<file path="src/rtl/time_entry_register.sv">
// Keypad time entry: synchronizes the encoder key-valid level, detects presses and shifts
// BCD digits right-to-left into an MM:SS register. Optional hold-off guarded by DEBOUNCE_EN.
module time_entry_register #(
    parameter int DEBOUNCE_CYCLES = 16,
    parameter int CNT_W           = 5
) (
    input  logic       clk,
    input  logic       resetn,
    input  logic [3:0] BCD_IN,
    input  logic       loadn,
    input  logic       clr,
    input  logic       enablen,
    output logic [3:0] sec_ones,
    output logic [3:0] sec_tens,
    output logic [3:0] min_ones,
    output logic [3:0] min_tens,
    output logic [2:0] digit_count,
    output logic [1:0] entry_state,
    output logic       key_ack,
    output logic       time_zero,
    output logic       time_valid
);

    localparam logic [1:0] ST_EMPTY = 2'b00;
    localparam logic [1:0] ST_ENTRY = 2'b01;
    localparam logic [1:0] ST_FULL  = 2'b10;

    logic             load_s1;
    logic             load_s2;
    logic             load_s3;
    logic [3:0]       bcd_s1;
    logic [3:0]       bcd_s2;
    logic             press;
    logic             digit_ok;
    logic             has_room;
    logic             holdoff_clear;
    logic             accept;
    logic [2:0]       next_count;
    logic [CNT_W-1:0] holdoff_cnt;

    // The digit pipeline runs beside the loadn synchronizer so bcd_s2 is the digit seen with load_s2.
    always_ff @(posedge clk or negedge resetn) begin
        if (!resetn) begin
            load_s1 <= 1'b0;
            load_s2 <= 1'b0;
            load_s3 <= 1'b0;
            bcd_s1  <= 4'd0;
            bcd_s2  <= 4'd0;
        end else begin
            load_s1 <= loadn;
            load_s2 <= load_s1;
            load_s3 <= load_s2;
            bcd_s1  <= BCD_IN;
            bcd_s2  <= bcd_s1;
        end
    end

    assign press      = load_s2 & ~load_s3;
    assign digit_ok   = (bcd_s2 <= 4'd9);
    assign has_room   = (digit_count < 3'd4);
    assign next_count = digit_count + 3'd1;

`ifdef DEBOUNCE_EN
    always_ff @(posedge clk or negedge resetn) begin
        if (!resetn) begin
            holdoff_cnt <= '0;
        end else if (clr) begin
            holdoff_cnt <= '0;
        end else if (accept) begin
            holdoff_cnt <= CNT_W'(DEBOUNCE_CYCLES);
        end else if (holdoff_cnt != '0) begin
            holdoff_cnt <= holdoff_cnt - 1'b1;
        end
    end
`else
    assign holdoff_cnt = '0;
`endif

    // A zero-length window behaves the same as having no hold-off at all.
    assign holdoff_clear = (holdoff_cnt == '0) || (DEBOUNCE_CYCLES == 0);

    assign accept = press & ~enablen & ~clr & digit_ok & has_room & holdoff_clear;

    always_ff @(posedge clk or negedge resetn) begin
        if (!resetn) begin
            sec_ones <= 4'd0;
            sec_tens <= 4'd0;
            min_ones <= 4'd0;
            min_tens <= 4'd0;
        end else if (clr) begin
            sec_ones <= 4'd0;
            sec_tens <= 4'd0;
            min_ones <= 4'd0;
            min_tens <= 4'd0;
        end else if (accept) begin
            min_tens <= min_ones;
            min_ones <= sec_tens;
            sec_tens <= sec_ones;
            sec_ones <= bcd_s2;
        end
    end

    always_ff @(posedge clk or negedge resetn) begin
        if (!resetn) begin
            digit_count <= 3'd0;
            entry_state <= ST_EMPTY;
            key_ack     <= 1'b0;
        end else begin
            key_ack <= accept;
            if (clr) begin
                digit_count <= 3'd0;
                entry_state <= ST_EMPTY;
            end else if (accept) begin
                digit_count <= next_count;
                entry_state <= (next_count == 3'd4) ? ST_FULL : ST_ENTRY;
            end
        end
    end

    assign time_zero  = (sec_ones == 4'd0) && (sec_tens == 4'd0) &&
                        (min_ones == 4'd0) && (min_tens == 4'd0);
    assign time_valid = (sec_tens <= 4'd5);

endmodule

</file>
<file path="config.mk">
export PLATFORM = sky130hd
export DESIGN_NAME = time_entry_register
export DESIGN_NICKNAME = d
export VERILOG_FILES = /design/src/rtl/time_entry_register.sv
export SDC_FILE = /design/constraint.sdc
export NUM_CORES = 1
export LEC_CHECK = 0
export CORE_MARGIN = 2
export CORE_UTILIZATION = 51
export CTS_CLUSTER_DIAMETER = 150
export DETAILED_ROUTE_END_ITERATION = 8
export GPL_ROUTABILITY_DRIVEN = 0
export PLACE_DENSITY = 0.79
export SYNTH_ARGS = -nofsm -noshare
export SYNTH_HDL_FRONTEND = slang
export SYNTH_SLANG_ARGS = --single-unit
export TNS_END_PERCENT = 50
</file>
<file path="constraint.sdc">
create_clock -name clk -period 2.8 [get_ports clk]
set_input_delay 0.56 -clock clk [delete_from_list [all_inputs] [get_ports clk]]
set_output_delay 0.56 -clock clk [all_outputs]
set_load 0.01 [all_outputs]
</file>
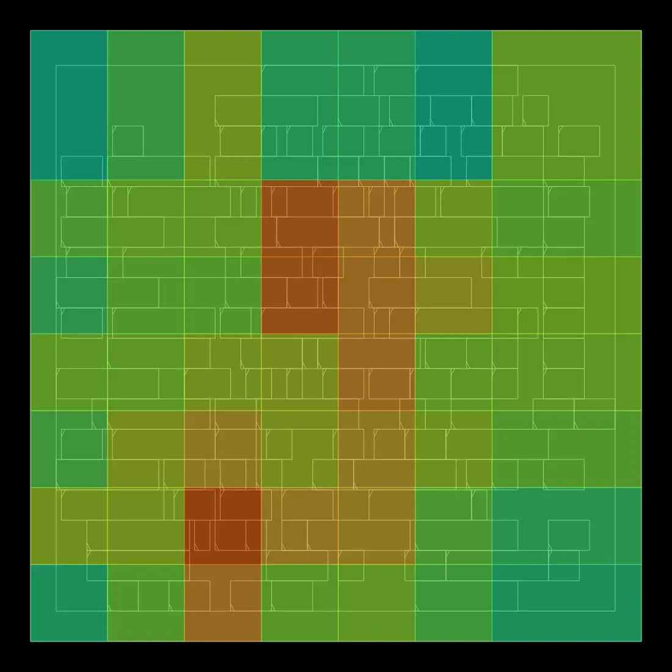
run_1/congestion.png
GR Util met1: 0.2011
met2 usage: 0.3016
wire per inst: 13.21 um
Tot GR Track Use: 0.1836

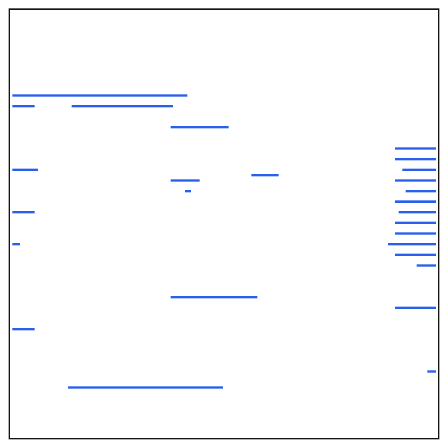
run_1/layer_met3.png
- longest straight run: 22.1 um
- nets with wire on the layer: 22
- wire length on this layer: 151 um
- main direction: horizontal
- share of all routed wire: 6.9%
GR Util met3: 0.07377
via count: 824
Post-Route WL: 2.193 mm

==> flow_summary_export.csv, run 1 <==
group,metric,value,unit
outcome,status,"finished, final reports clean",
clock_network,htree_levels,2,
job,warnings,26,
power_and_ir_drop,peakVddDrop,0.3648,mV
logic_synthesis,yosysCellCount,97,
final_layout,syn2layout_area_growth,31.08,%
final_timing,rsz0062_at_grt,"false",
critical_path,crit_fanout,4,
final_timing,timing.fmax,419.9,MHz
critical_path,required,2.24,ns
final_layout,finalNetCount,146,
clock_network,numCtsBuffers,5,
clock_network,insertion_delay,0.33,ns
min_path,hp-class,"register to register",
critical_path,crit_type,"register to output port",
placement,numPortBuffers,32,
critical_path,crit_path_end_kind,"output port",
clock_network,cts_tree,"yes",
logic_synthesis,synth-seq-cells,33,
floorplanning,rows,18,
final_layout,seqCellArea,825.8,um2
global_routing,grt_first_pass_wirelength,3.574,mm
logic_synthesis,syn_area,1316,um2
final_timing,tightest_slew,0.4387,ns
min_path,hold_depth,0,
final_layout,drive_above_1_share,0.1103,
floorplanning,die-area,3003,um2
global_routing,grt.overflow.total,0,
final_layout,nFillCells,190,
final_timing,slew_viol_final,0,
final_layout,fin_util,0.7029,
final_layout,final_cells,166,
placement,hpwl,1.695,mm
clock_network,cts_root_buffer,"clkbuf_4",
final_layout,diodes,0,
logic_synthesis,yosysWarnings,0,
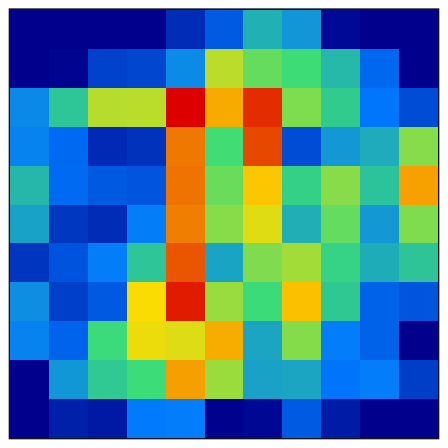
run_1/metal_density.png
11 x 11 tiles, from dark blue (low) to red (high), scaled to the fullest tile. Values are wire area over tile area, all layers added.
- tiles over half the peak: 30%
- densest ninth of the die: centre
- emptiest ninth of the die: upper left
- fullest tile: 0.32

run 1: per-layer routing:
layer  vias to the layer above  part of all wire  GRT usage
met2                        27              0.50     0.3016
li1                        405                 -          -
met5                         -                 0          0
met3                         8             0.068    0.07377
met1                       384              0.41     0.2011
met4                         0             0.022     0.1000
run 1: logic make-up (layout without fill, tap and decap cells):
family                     Yosys count  after routing  synth area share
DFF                                 33             33            0.6274
and+or+nand+nor                     28             28            0.1302
muxes                               20             20            0.1720
buffers and inverters               11             50           0.03802
AOI/OAI and AO/OA                    3              3           0.01331
adders and majority gates            2              2           0.01901
run 1: Yosys cell counts (all sizes together):
master	n	area, um2
a21oi	2	10.01
and4	1	8.760
buf	2	16.26
clkbuf	3	11.26
dfrtp	33	825.8
ha	2	25.02
inv	6	22.52
mux2	6	86.33
mux2i	14	140.1
nand2b	14	87.58
nor2	4	15.01
nor2b	2	12.51
nor4	4	25.02
o21a	1	7.510
or3	2	12.51
or4b	1	10.01
run 1: registers in the layout (all words and copies together) (netlist names):
signal	cells
sec_ones	4
entry_state	2
key_ack	1
bcd_s1	4
load_s1	1
load_s3	1
min_tens	4
digit_count	3
min_ones	4
load_s2	1
bcd_s2	4
sec_tens	4
run 1: worst max-delay path, cell delays in order, from the launching register on:
cell and delay [ns]:
dfrtp_1 0.43, nor4_1 0.31, and4_1 0.22, clkdlybuf4s50_1 0.53
run 1: metrics by stage:
| step | cell area, um2 | worst slack [ns] |
|---|---|---|
| after floorplan | 1316 | 0.6962 |
| after detailed placement | 1677 | 0.1724 |
| after global routing | 1725 | 0.2967 |
| final | 1725 | 0.4185 |
| after CTS | 1725 | 0.4116 |
| after global placement | 1677 | 0.2282 |
run 1: where the power goes:
group / total, mW / switching (mW) / internal [mW]
sequential: 0.493 / 0.00520 / 0.488
clock: 0.241 / 0.141 / 0.0999
combinational: 0.0558 / 0.0244 / 0.0314
run 1: final timing paths:
| check | startpoint | endpoint | slack [ns] |
|---|---|---|---|
| min | bcd_s1[1] | bcd_s2[1] | 0.35 |
| max in group asynchronous | resetn | load_s3 | 1.89 |
| min reg2reg | bcd_s1[1] | bcd_s2[1] | 0.35 |
| min in group asynchronous | resetn | min_ones[3] | 0.62 |
| max reg2reg | load_s3 | min_tens[2] | 0.84 |
| max | sec_tens[1] | time_zero | 0.42 |
run 1: cell type report:
| class | instances | share of cell area |
|---|---|---|
| sequential | 33 | 0.4786 |
| multi-input combinational | 53 | 0.2553 |
| timing repair buffer | 36 | 0.2030 |
| clock buffer | 8 | 0.02828 |
| tap | 30 | 0.02175 |
| inverter | 6 | 0.01305 |
==> run 2: changes to the inputs <==
--- a/config.mk
+++ b/config.mk
@@ -5,6 +5,7 @@
 export SDC_FILE = /design/constraint.sdc
 export NUM_CORES = 1
 export LEC_CHECK = 0
+export CAP_MARGIN = 5
 export CORE_MARGIN = 2
 export CORE_UTILIZATION = 51
 export CTS_CLUSTER_DIAMETER = 150
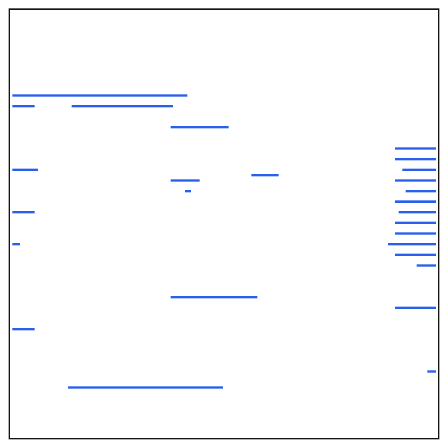
run_2/layer_met3.png
- nets with wire on the layer: 22
- longest straight run: 22.1 um
- main direction: horizontal

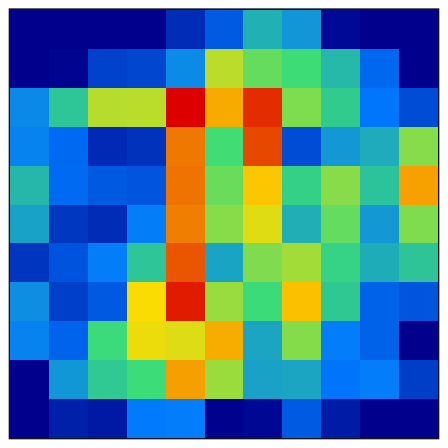
run_2/metal_density.png
11 x 11 tiles, from dark blue (low) to red (high), scaled to the fullest tile. Values are wire area over tile area, all layers added.

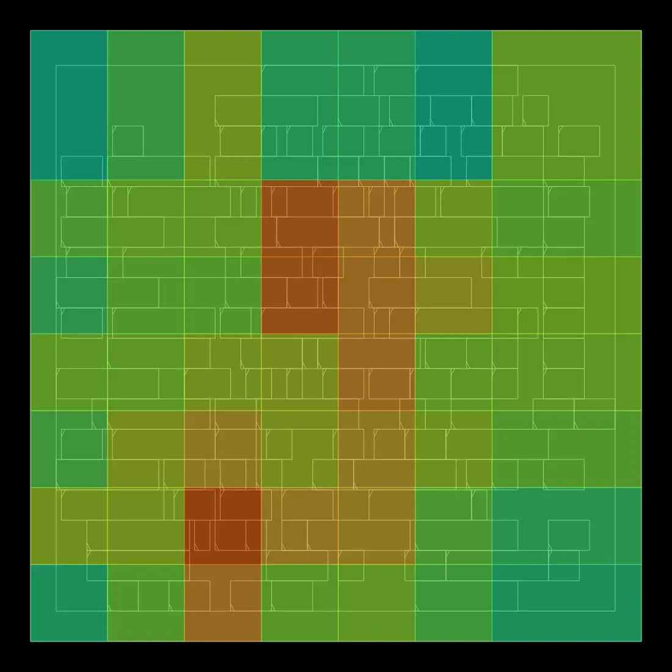
run_2/congestion.png
Core Util, Final: 0.7029
global route hottest layer: met2

==> flow_summary_export.csv, run 2 <==
group,metric,value,unit
outcome,status,"finished, final reports clean",
routing,wirelength,2.193,mm
floorplanning,core_area,2455,um2
placement,numPortBuffers,32,
logic_synthesis,top_cell_area_share,0.6274,
critical_path,crit_fanout,4,
global_routing,grt.overflow.total,0,
final_layout,lay_top_count,"dfrtp_1",
floorplanning,fp_util,0.5362,
final_layout,finalNetCount,146,
final_timing,final.period_utilization,0.8505,
clock_network,insertion_delay,0.33,ns
logic_synthesis,syn_area,1316,um2
logic_synthesis,mux_area_frac,0.1721,
critical_path,required,2.24,ns
floorplanning,rows,18,
logic_synthesis,yosysCellCount,97,
final_timing,slew_viol_final,0,
clock_network,htree_levels,2,
placement,dp_slack,0.1724,ns
logic_synthesis,top_cell,"dfrtp_1",
routing,via_count,824,
job,maxCapViolations,0,
clock_network,numCtsBuffers,5,
logic_synthesis,ys_top_logic_family,"multiplexers",
critical_path,crit_path_end_kind,"output port",
clock_network,cts_tree,"yes",
logic_synthesis,ff_type,"dfrtp_1",
power_and_ir_drop,p_total,789.5,uW
final_layout,diodes,0,
logic_synthesis,largest_area_cell,"dfrtp_1",
power_and_ir_drop,peakVddDrop,0.3648,mV
job,warnings,26,
logic_synthesis,synth.distinct_cells,19,
logic_synthesis,ys_top_cells_by_count,"dfrtp_1 (33), mux2i_1 (14), nand2b_1 (14), inv_1 (5), mux2_4 (5)",
final_layout,drive_above_1_share,0.1103,
final_timing,tightest_slew,0.4387,ns
final_timing,timing.fmax,419.9,MHz
logic_synthesis,yosysWarnings,0,
placement,dpl_cell_area,1677,um2
final_layout,nFillCells,190,
logic_synthesis,aoi_share,0.01331,
logic_synthesis,synth-seq-cells,33,
logic_synthesis,yosys-top-cells-area,"dfrtp_1 (63%), mux2i_1 (11%), nand2b_1 (6.7%), mux2_4 (5.7%), ha_1 (1.9%)",
min_path,hp-class,"register to register",
clock_network,cts_root_buffer,"clkbuf_4",
logic_synthesis,yosys.area_share.simple,0.1302,
floorplanning,dieWidth,54.80,um
logic_synthesis,synth_seq_share,0.6274,
final_layout,fin_area,1725,um2
final_timing,rsz0062_at_grt,"false",
placement,hpwl,1.695,mm
clock_network,clk_pin_slew,0.10,ns
global_routing,grt.total_usage,0.1836,
final_timing,setup_slack,0.4185,ns
logic_synthesis,async_flop_share,1.000,
global_routing,grt_first_pass_wirelength,3.574,mm
logic_synthesis,synth-edff-count,0,
final_layout,seqCellArea,825.8,um2
final_layout,syn2layout_area_growth,31.08,%
routing,post_drt_wl_per_cell,13.21,um
floorplanning,die-area,3003,um2
logic_synthesis,ys_sh_xor,0,
logic_synthesis,synth-adder-area-share,0.01901,
critical_path,crit_type,"register to output port",
[run 2: cell counts after synthesis]
Identical to the previous run, type by type.
[run 2: final cells by class]
type / count / area share
tap: 30 / 0.02175
inverter: 6 / 0.01305
timing repair buffer: 36 / 0.2030
sequential: 33 / 0.4786
clock buffer: 8 / 0.02828
multi-input combinational: 53 / 0.2553
[run 2: path summary, 6_finish.rpt]
check | from | endpoint | slack, ns | depth (start not counted)
setup / recovery | sec_tens[1] | time_zero | 0.42 | 3
setup reg to reg | load_s3 | min_tens[2] | 0.84 | 4
hold / removal | bcd_s1[1] | bcd_s2[1] | 0.35 | 0
min in group asynchronous | resetn | min_ones[3] | 0.62 | 2
hold reg to reg | bcd_s1[1] | bcd_s2[1] | 0.35 | 0
max in group asynchronous | resetn | load_s3 | 1.89 | 2
[run 2: cell families (layout without fill, tap and decap cells)]
group / count (synthesis) / after routing
adder cells (fa/ha/maj): 2 / 2
AND/OR/NAND/NOR: 28 / 28
multiplexers: 20 / 20
AND-OR/OR-AND: 3 / 3
buffers and inverters: 11 / 50
flip-flops: 33 / 33
[run 2: worst max-delay path: stages, from the launching register on]
cell and delay [ns]:
dfrtp_1 0.43, nor4_1 0.31, and4_1 0.22, clkdlybuf4s50_1 0.53
[run 2: power breakdown]
part	leakage, nW	switching [mW]	total [mW]	internal, mW
Clock	0.0265	0.141	0.241	0.0999
Combinational	0.396	0.0244	0.0558	0.0314
Sequential	0.434	0.00520	0.493	0.488
[run 2: routing by layer]
| metal | part of all wire | vias to the layer above | track usage |
|---|---|---|---|
| met2 | 0.50 | 27 | 0.3016 |
| met1 | 0.41 | 384 | 0.2011 |
| met5 | 0 | - | 0 |
| met3 | 0.068 | 8 | 0.07377 |
| met4 | 0.022 | 0 | 0.1000 |
| li1 | - | 405 | - |
[run 2: through the flow]
step | std cells | hold slack, ns
global route | 166 | 0.3625
finish | 166 | 0.3542
CTS | 166 | 0.3586
detailed placement | 158 | 0.3388
floorplan | 97 | 0.2644
global placement | 158 | 0.3327
Power and IR drop assume default switching activity.
